--- src/rtl/zbt_display_reader_pkg.sv ---
// Shared ZBT frame-buffer definitions: bus widths, word addressing, pixel
// lane extraction and the clear-sequencer state encoding.
package zbt_display_reader_pkg;

  localparam int ZBT_ADDR_W = 19;
  localparam int ZBT_DATA_W = 36;
  localparam int PIX_W      = 8;

  typedef enum logic [1:0] {
    CLR_IDLE     = 2'd0,
    CLR_ARMED    = 2'd1,
    CLR_CLEARING = 2'd2
  } clr_state_e;

  // One word holds four horizontally adjacent pixels of one line.
  function automatic logic [ZBT_ADDR_W-1:0] zbt_addr(input logic [9:0] vcount,
                                                    input logic [7:0] word_col);
    return {1'b0, vcount, word_col};
  endfunction

  // Lane k occupies bits [8k+7:8k]; bits [35:32] of a word carry no pixel.
  function automatic logic [PIX_W-1:0] zbt_lane(input logic [4*PIX_W-1:0] payload,
                                                input logic [1:0]         lane);
    return payload[PIX_W*lane +: PIX_W];
  endfunction

endpackage

--- src/rtl/zbt_delay_line.sv ---
// Fixed-depth register pipe with asynchronous active-low reset to zero.
module zbt_delay_line #(
  parameter int WIDTH = 1,
  parameter int DEPTH = 1
) (
  input  logic             clk,
  input  logic             reset_n,
  input  logic [WIDTH-1:0] d,
  output logic [WIDTH-1:0] q
);

  logic [WIDTH-1:0] pipe_q [DEPTH];
  logic [WIDTH-1:0] pipe_d [DEPTH];

  always_comb begin
    pipe_d[0] = d;
    for (int i = 1; i < DEPTH; i++) begin
      pipe_d[i] = pipe_q[i-1];
    end
  end

  always_ff @(posedge clk or negedge reset_n) begin
    if (!reset_n) begin
      for (int i = 0; i < DEPTH; i++) begin
        pipe_q[i] <= '0;
      end
    end else begin
      for (int i = 0; i < DEPTH; i++) begin
        pipe_q[i] <= pipe_d[i];
      end
    end
  end

  assign q = pipe_q[DEPTH-1];

endmodule

--- src/rtl/zbt_display_reader.sv ---
// Display-side ZBT reader: raster addressing, latency alignment, pixel
// unpacking and a one-frame clear that zeroes each visible word after reading it.
//
// state        | meaning
// CLR_IDLE     | no clear pending
// CLR_ARMED    | clear requested, waiting for raster origin (0,0)
// CLR_CLEARING | zeroing every visible word as it is captured
module zbt_display_reader
  import zbt_display_reader_pkg::*;
#(
  parameter int READ_LATENCY = 2,
  parameter int H_ACTIVE     = 640,
  parameter int V_ACTIVE     = 480
) (
  input  logic                  clk,
  input  logic                  reset_n,
  input  logic [10:0]           hcount,
  input  logic [9:0]            vcount,
  input  logic                  hsync,
  input  logic                  vsync,
  input  logic                  blank,
  output logic [ZBT_ADDR_W-1:0] zbt_read_addr,
  input  logic [ZBT_DATA_W-1:0] zbt_read_data,
  output logic [ZBT_ADDR_W-1:0] zbt_write_addr,
  output logic [ZBT_DATA_W-1:0] zbt_write_data,
  output logic                  zbt_we,
  input  logic                  clear_req,
  output logic                  clear_busy,
  output logic                  clear_done,
  output logic [PIX_W-1:0]      px_out,
  output logic                  hsync_out,
  output logic                  vsync_out,
  output logic                  blank_out
);

  localparam int          TIM_W    = 22;
  localparam logic [10:0] H_LIMIT  = 11'(H_ACTIVE);
  localparam logic [9:0]  V_LIMIT  = 10'(V_ACTIVE);
  localparam logic [7:0]  LAST_COL = 8'(H_ACTIVE / 4 - 1);
  localparam logic [9:0]  LAST_ROW = 10'(V_ACTIVE - 1);

  logic [TIM_W-1:0]      tim_in, tim_dl;
  logic [1:0]            lane_dl;
  logic [ZBT_ADDR_W-1:0] addr_dl;
  logic                  blank_dl, vsync_dl, hsync_dl;
  logic [9:0]            vcount_dl;
  logic [8:0]            hc_hi_dl;
  logic [10:0]           hcount_dl;
  logic                  capture, active_dl, last_word;
  logic                  unused_hi;

  logic [31:0]      word_q, word_d;
  logic [PIX_W-1:0] px_out_q, px_out_d;
  logic             hsync_out_q, hsync_out_d;
  logic             vsync_out_q, vsync_out_d;
  logic             blank_out_q, blank_out_d;
  logic             clear_done_q, clear_done_d;
  clr_state_e       state_q, state_d;
  logic             we;

  assign zbt_read_addr = zbt_addr(vcount, hcount[9:2]);
  assign tim_in        = {blank, vsync, hsync, vcount, hcount[10:2]};
  assign unused_hi     = ^zbt_read_data[35:32];

  zbt_delay_line #(.WIDTH(TIM_W), .DEPTH(READ_LATENCY)) u_tim_dl (
    .clk(clk), .reset_n(reset_n), .d(tim_in), .q(tim_dl)
  );

  zbt_delay_line #(.WIDTH(2), .DEPTH(READ_LATENCY)) u_lane_dl (
    .clk(clk), .reset_n(reset_n), .d(hcount[1:0]), .q(lane_dl)
  );

  zbt_delay_line #(.WIDTH(ZBT_ADDR_W), .DEPTH(READ_LATENCY)) u_addr_dl (
    .clk(clk), .reset_n(reset_n), .d(zbt_read_addr), .q(addr_dl)
  );

  assign {blank_dl, vsync_dl, hsync_dl, vcount_dl, hc_hi_dl} = tim_dl;
  assign hcount_dl = {hc_hi_dl, lane_dl};
  assign capture   = (lane_dl == 2'd0);
  assign active_dl = (hcount_dl < H_LIMIT) && (vcount_dl < V_LIMIT);
  assign last_word = (vcount_dl == LAST_ROW) && (hc_hi_dl[7:0] == LAST_COL);

  // Lane 0 must come straight from the bus: the word lands in word_q only at this edge.
  always_comb begin
    word_d      = capture ? zbt_read_data[31:0] : word_q;
    px_out_d    = (active_dl && !blank_dl) ? zbt_lane(word_d, lane_dl) : '0;
    hsync_out_d = hsync_dl;
    vsync_out_d = vsync_dl;
    blank_out_d = blank_dl;
  end

  always_comb begin
    state_d      = state_q;
    we           = 1'b0;
    clear_done_d = 1'b0;
    case (state_q)
      CLR_IDLE: begin
        if (clear_req) state_d = CLR_ARMED;
      end
      CLR_ARMED: begin
        if (hcount == 11'd0 && vcount == 10'd0) state_d = CLR_CLEARING;
      end
      CLR_CLEARING: begin
        if (capture && active_dl) begin
          we = 1'b1;
          if (last_word) begin
            state_d      = CLR_IDLE;
            clear_done_d = 1'b1;
          end
        end
      end
      default: state_d = CLR_IDLE;
    endcase
  end

  always_ff @(posedge clk or negedge reset_n) begin
    if (!reset_n) begin
      word_q       <= '0;
      px_out_q     <= '0;
      hsync_out_q  <= 1'b0;
      vsync_out_q  <= 1'b0;
      blank_out_q  <= 1'b1;
      clear_done_q <= 1'b0;
      state_q      <= CLR_IDLE;
    end else begin
      word_q       <= word_d;
      px_out_q     <= px_out_d;
      hsync_out_q  <= hsync_out_d;
      vsync_out_q  <= vsync_out_d;
      blank_out_q  <= blank_out_d;
      clear_done_q <= clear_done_d;
      state_q      <= state_d;
    end
  end

  assign zbt_we         = we;
  assign zbt_write_addr = addr_dl;
  assign zbt_write_data = '0;
  assign clear_busy     = (state_q != CLR_IDLE);
  assign clear_done     = clear_done_q;
  assign px_out         = px_out_q;
  assign hsync_out      = hsync_out_q;
  assign vsync_out      = vsync_out_q;
  assign blank_out      = blank_out_q;

endmodule
--- config.mk ---
export PLATFORM = sky130hd
export DESIGN_NAME = zbt_display_reader
export DESIGN_NICKNAME = d
export VERILOG_FILES = /design/src/rtl/zbt_display_reader_pkg.sv /design/src/rtl/zbt_delay_line.sv /design/src/rtl/zbt_display_reader.sv
export SDC_FILE = /design/constraint.sdc
export NUM_CORES = 1
export LEC_CHECK = 0
export CORE_ASPECT_RATIO = 0.5
export CORE_MARGIN = 5
export CORE_UTILIZATION = 38
export DETAILED_ROUTE_END_ITERATION = 6
export PLACE_DENSITY_LB_ADDON = 0.2
export SLEW_MARGIN = 20
export SYNTH_ARGS = -nofsm -noshare
export SYNTH_HDL_FRONTEND = slang
export SYNTH_SLANG_ARGS = --single-unit
export TNS_END_PERCENT = 10
--- constraint.sdc ---
create_clock -name clk -period 1.6 [get_ports clk]
set_clock_uncertainty 0.2 [all_clocks]
set_input_delay 0.48 -clock clk [delete_from_list [all_inputs] [get_ports clk]]
set_output_delay 0.48 -clock clk [all_outputs]
set_load 0.01 [all_outputs]
==> flow_summary_export.csv, run 1 <==
group,metric,value,unit
status,status,"finished, violations left",
status,violations,"setup timing",
grt,busiest_layer,"met2",
setup_path,cp_data_required_time,0.92,ns
synth,yosysChipArea,0.00347,mm^2
grt,grt_antenna_before_repair,0,
drt,drc,0,
drt,drtPass1Iterations,4,
clock_tree,htree_levels,3,
power,finalPower,4.96,mW
min_path,hold_start,"u_tim_dl.pipe_d[10]$_DFF_PN0_",
final_timing,finalHoldViolations,0,
power,peakVddDrop,0.000552,V
drt,totalWireLength,6.96,mm
place,placed_cells,461,
synth,edf_count,0,
setup_path,critPathArrivalTime,1.36,ns
clock_tree,path_clk_slew,0.06,ns
drt,wire_per_inst,14.4,um
grt,met3_usage,5.18,%
setup_path,rr_startpoint,"u_tim_dl.q[18]$_DFF_PN0_",
drt,num_vias,2035,
synth,yosysMostFrequentCell,"dfrtp_1",
setup_path,worstPathMaxFanout,4,
setup_path,crit_type,"reg2out",
clock_tree,cts_sinks,86,
die,die_h,77.6,um
power,power.share.clock,38.9,%
synth,yosysTopAreaCell,"dfrtp_1",
final_timing,max_freq,491,MHz
final_layout,final_common_cell,"dfrtp_1",
synth,yosys-top-cells-count,"dfrtp_1, buf_4, mux2_2, mux4_2, nor2b_1",
final_layout,drive_gt1_share,43.3,%
setup_path,endpoint_kind,"output pin",
power,p_comb_share,12.6,%
die,fp.dieW,145,um
clock_tree,cts_buffers,9,
grt,grt_max_degree,29,
setup_path,start_kind,"register",
min_path,hold_class,"reg2reg",
drt,vias_per_cell,4.22,
drt,met1Wirelength,2.70,mm
grt,gr-total-overflow,0,
final_timing,whs,0.147,ns
drt,met2_length,3.62,mm
synth,flop_cell,"dfrtp_1",
drt,ant_nets,0,
synth,synthArstFlopShare,100,%
synth,ys_seq_share,62.0,%
grt,grt_pass1_wl,11.3,mm
final_layout,diodes,0,
synth,syn-mean-instance-area,14.7,um^2
final_timing,setup_violations,11,
place,place_ws,-0.695,ns
setup_path,slowest_delay,0.40,ns
final_timing,fin_ws,-0.435,ns
synth,synth_top_area_share,61.2,%
die,die_area,0.0113,mm^2
synth,netlist_top_cells_area,"dfrtp_1, buf_4, mux2_2",
clock_tree,clockBufferDepth,2,
synth,synth-seq-cells,86,
synth,ys_cells,236,
place,io_buffers,108,
power,p_int,3.78,mW
power,switching_power,1.18,mW
clock_tree,cts_tree,"built",
drt,maxUsedRoutingLayer,"met4",
grt,use_met1,14.6,%
place,place_hpwl,5.39,mm
grt,gr-usage-all-layers,12.8,%
setup_path,cp_cell_sequence,"nand4b_4 > o2111ai_4 > nor2_2 > buf_2",
-- run 1: layout make-up --
cell class              instances  area, um^2
repair buffers                155        1240
well taps                     117         146
inverters                       1        3.75
flip-flops and latches         86        2150
clock inverters                 6        51.3
fillers                       781        4050
clock buffers                  10         229
multi-input cells             107         928
-- run 1: worst max-delay path: cells and delay by family, from the launching register on --
family,cells,cell delay (ns)
flops,1,0.40
simple gates,2,0.25
compound gates,1,0.22
buf+inv,1,0.14
-- run 1: power by group through the flow --
stage                     sequential, mW  clock [mW]  combinational (mW)
final                               2.41        1.93               0.625
after global routing                2.42        2.09               0.683
after CTS                           2.41        1.98               0.627
after detailed placement            2.45           0               0.676
after global placement              2.44           0               0.664
after floorplan                     2.43           0               0.397
-- run 1: final timing paths --
check	end	depth (start not counted)
min in group asynchronous	u_tim_dl.q[10]$_DFF_PN0_	2
min reg2reg	u_tim_dl.q[10]$_DFF_PN0_	0
max reg2reg	state_q[1]$_DFFE_PN0P_	5
max	zbt_we	4
min	u_tim_dl.q[10]$_DFF_PN0_	0
max in group asynchronous	word_q[11]$_DFF_PN0_	3
-- run 1: cell families after synthesis --
logic type / Yosys count / share of synthesized area [%]
flip-flops: 86 / 62.0
buffers and inverters: 80 / 17.2
AND/OR/NAND/NOR: 33 / 6.66
multiplexers: 32 / 13.0
AND-OR/OR-AND: 4 / 1.04
other: 1 / 0.108
-- run 1: registers in the layout (all words and copies together) (netlist names), 2 cells and up --
signal	cells
px_out	8
state_q	2
u_lane_dl.pipe_d	2
u_lane_dl.q	2
u_tim_dl.pipe_d	22
u_tim_dl.q	22
word_q	24
-- run 1: timing repair --
item | in CTS | in global routing
setup endpoints to repair | 82 | 23
pin swaps | 3 | 4
gates resized | 225 | 9
setup buffers | 2 | 2
hold endpoints to repair | 18 | 0
hold buffers | 1 | 0
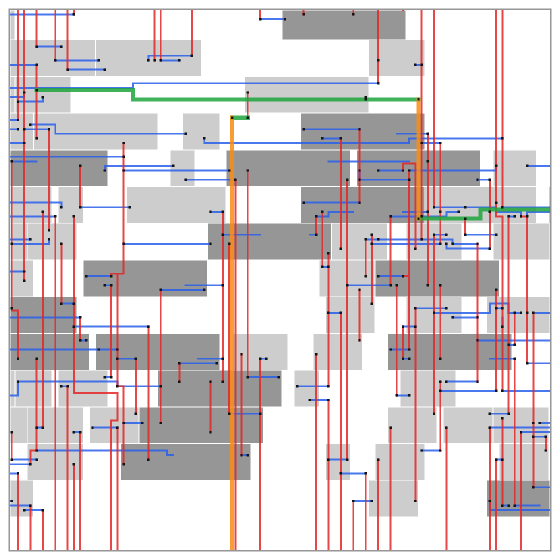
**Above:** run 1 (close-up of the layout).
Window x 53 to 93, y 3 to 43 um. Cells in grey, sequential cells in the stronger grey; small squares are vias.
green -> metal 3
red -> metal 2
blue -> metal 1
orange -> metal 4
most frequent = dfrtp_1 (16), clkdlybuf4s50_1 (9)
sequential cells in the window = 17
cells with their middle in the window = 55
netlist names of flops here include = word_q (6), u_tim_dl.pipe_d (3), u_tim_dl.q (3)

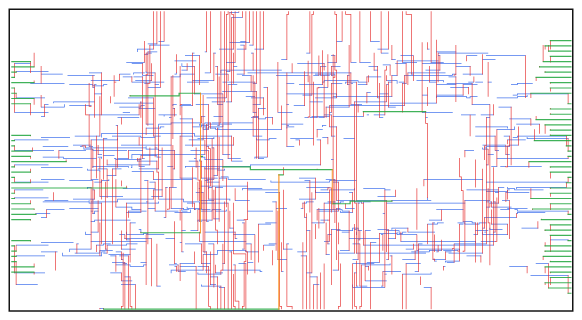
**Above:** run 1 (routed metal, one colour a layer).
red -> metal 2  # wire length 3620 um
blue -> metal 1  # wire length 2700 um
green -> metal 3  # wire length 553 um
orange -> metal 4  # wire length 79.6 um

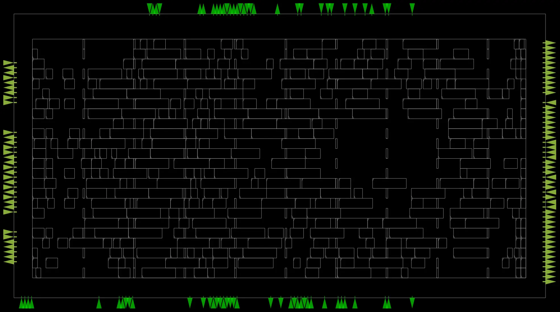
**Above:** run 1 (cell placement).
Row Count: 24
filler instances: 781

--- run 2 (diff from run 1) ---
- GPL_ROUTABILITY_DRIVEN: default -> 0
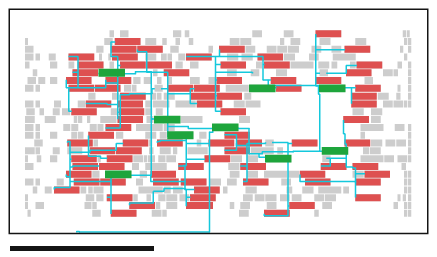
**Above:** run 2 (routed clock nets over the placement).
Bar = 50 um.
cyan -> clock wires  # length 957 um
red -> flip-flops  # count 86
green -> clock drivers  # count 9
routed clock nets = 10
Worst-Skew Late Latency: 0.34 ns
Clock Power Share: 38.9%

==> run 2 against run 1 <==
The flow still finishes with violations (setup timing). Register-to-register slack is essentially flat. Sequential power about the same. Total power unchanged. Cell count did not move. Highest routed layer unchanged.
==> flow_summary_export.csv, run 2 <==
group,metric,value,unit
status,status,"finished, violations left",
status,violations,"setup timing",
grt,met3_usage,5.18,%
final_timing,whs,0.147,ns
final_layout,diodes,0,
synth,netlist_top_cells_area,"dfrtp_1, buf_4, mux2_2",
min_path,holdPathEnd,"u_tim_dl.q[10]$_DFF_PN0_",
die,die_h,77.6,um
synth,synth_top_area_share,61.2,%
grt,grt_pass1_wl,11.3,mm
final_layout,flop_area,0.00215,mm^2
final_timing,min_period_over_period,127,%
drt,maxUsedRoutingLayer,"met4",
grt,grt_max_degree,29,
die,die_area,0.0113,mm^2
setup_path,rr_endpoint,"state_q[1]$_DFFE_PN0P_",
final_timing,maxSlewViolCount,0,
drt,drt-initial-drc-count,54,
place,placed_cells,461,
drt,drc,0,
clock_tree,cts_sinks,86,
grt,gr-total-overflow,0,
synth,ys_seq_share,62.0,%
final_layout,post-route-util,54.0,%
grt,busiest_layer,"met2",
place,io_buffers,108,
setup_path,cp_cell_sequence,"nand4b_4 > o2111ai_4 > nor2_2 > buf_2",
final_layout,drive_gt1_share,43.3,%
final_timing,min_period,2.04,ns
drt,num_vias,2035,
grt,gr-usage-all-layers,12.8,%
die,core.rowCount,24,
power,peakVddDrop,0.000552,V
min_path,hold_class,"reg2reg",
min_path,holdPathStages,0,
final_layout,combGateArea,928,um^2
final_timing,fin_ws,-0.435,ns
setup_path,critPathArrivalTime,1.36,ns
die,floorplan.core_util,39.5,%
drt,totalWireLength,6.96,mm
synth,syn-mean-instance-area,14.7,um^2
drt,met1Wirelength,2.70,mm
setup_path,rr_startpoint,"u_tim_dl.q[18]$_DFF_PN0_",
synth,yosys-top-cells-count,"dfrtp_1, buf_4, mux2_2, mux4_2, nor2b_1",
setup_path,path_buffers,1,
clock_tree,htree_levels,3,
final_timing,max_freq,491,MHz
synth,synth-seq-cells,86,
grt,grt_antenna_before_repair,0,
final_timing,setup_violations,11,
setup_path,endpoint_kind,"output pin",
final_timing,finalHoldViolations,0,
synth,ys_cells,236,
final_layout,fillers,781,
die,fp.dieW,145,um
final_layout,area_growth,36.9,%
synth,yosysTopAreaCell,"dfrtp_1",
drt,drtPass1Iterations,4,
synth,flop_cell,"dfrtp_1",
power,finalPower,4.96,mW
final_layout,final_common_cell,"dfrtp_1",
drt,met2_length,3.62,mm
place,place_hpwl,5.39,mm
clock_tree,cts_buffers,9,
final_layout,largest_reg_flops,24,
final_layout,fin_area,0.00475,mm^2
synth,yosysMostFrequentCell,"dfrtp_1",
setup_path,reg2regPathDepth,5,
clock_tree,cts_tree,"built",
synth,yosysChipArea,0.00347,mm^2
setup_path,cp_top_family,"flip-flops",
setup_path,worstPathMaxFanout,4,
setup_path,slowest_delay,0.40,ns
clock_tree,clockBufferDepth,2,
drt,wire_per_inst,14.4,um
final_layout,final_net_count,423,
synth,edf_count,0,
setup_path,crit_type,"reg2out",
setup_path,start_kind,"register",
grt,grt_pass1_vias,2231,
drt,ant_nets,0,
synth,synthArstFlopShare,100,%
place,place_ws,-0.695,ns
grt,use_met1,14.6,%
setup_path,cpMaxStageDelayCell,"dfrtp_1",
drt,vias_per_cell,4.22,
min_path,hold_start,"u_tim_dl.pipe_d[10]$_DFF_PN0_",
clock_tree,path_clk_slew,0.06,ns
setup_path,cp_data_required_time,0.92,ns
final_layout,regMostFlops,"word_q",
## run 2: cell counts in the layout (fill, tap and decap cells not counted)
No cell type changed its count.
## run 2: final cells by class
class,count,share of cell area [%]
clock buffers,10,4.82
clock inverters,6,1.08
inverters,1,0.0790
multi-input cells,107,19.5
flip-flops and latches,86,45.3
well taps,117,3.08
repair buffers,155,26.1
## run 2: report_power, final
part | total [mW] | leakage (nW) | switching (mW) | internal, mW
sequential | 2.41 | 1.02 | 0.0724 | 2.34
combinational | 0.625 | 1.08 | 0.255 | 0.369
clock | 1.93 | 0.134 | 0.853 | 1.08
## run 2: how the worst max path moves through the flow
| stage | from | to | slack [ns] | depth (start not counted) |
|---|---|---|---|---|
| finish | u_tim_dl.q[18]$_DFF_PN0_ | zbt_we | -0.44 | 4 |
| global route | u_tim_dl.q[6]$_DFF_PN0_ | zbt_we | -0.53 | 5 |
| CTS | u_tim_dl.q[6]$_DFF_PN0_ | zbt_we | -0.45 | 5 |
| detailed placement | hcount[3] | state_q[1]$_DFFE_PN0P_ | -0.70 | 6 |
| global placement | hcount[3] | state_q[1]$_DFFE_PN0P_ | -0.66 | 6 |
| floorplan | u_lane_dl.q[1]$_DFF_PN0_ | zbt_we | -0.02 | 4 |
## run 2: kinds of logic after synthesis
logic type / count (synthesis) / synth area share, %
compound gates: 4 / 1.04
buf+inv: 80 / 17.2
simple gates: 33 / 6.66
other cells: 1 / 0.108
flops: 86 / 62.0
mux: 32 / 13.0
## run 2: timing repair
item | in CTS | in global routing
endpoints found under the setup margin | 82 | 23
pin swaps | 3 | 4
hold endpoints to repair | 18 | 0
gates resized | 225 | 9
hold buffers | 1 | 0
buffers inserted | 2 | 2
No activity file was given, so power comes from the tool's default toggle rates.
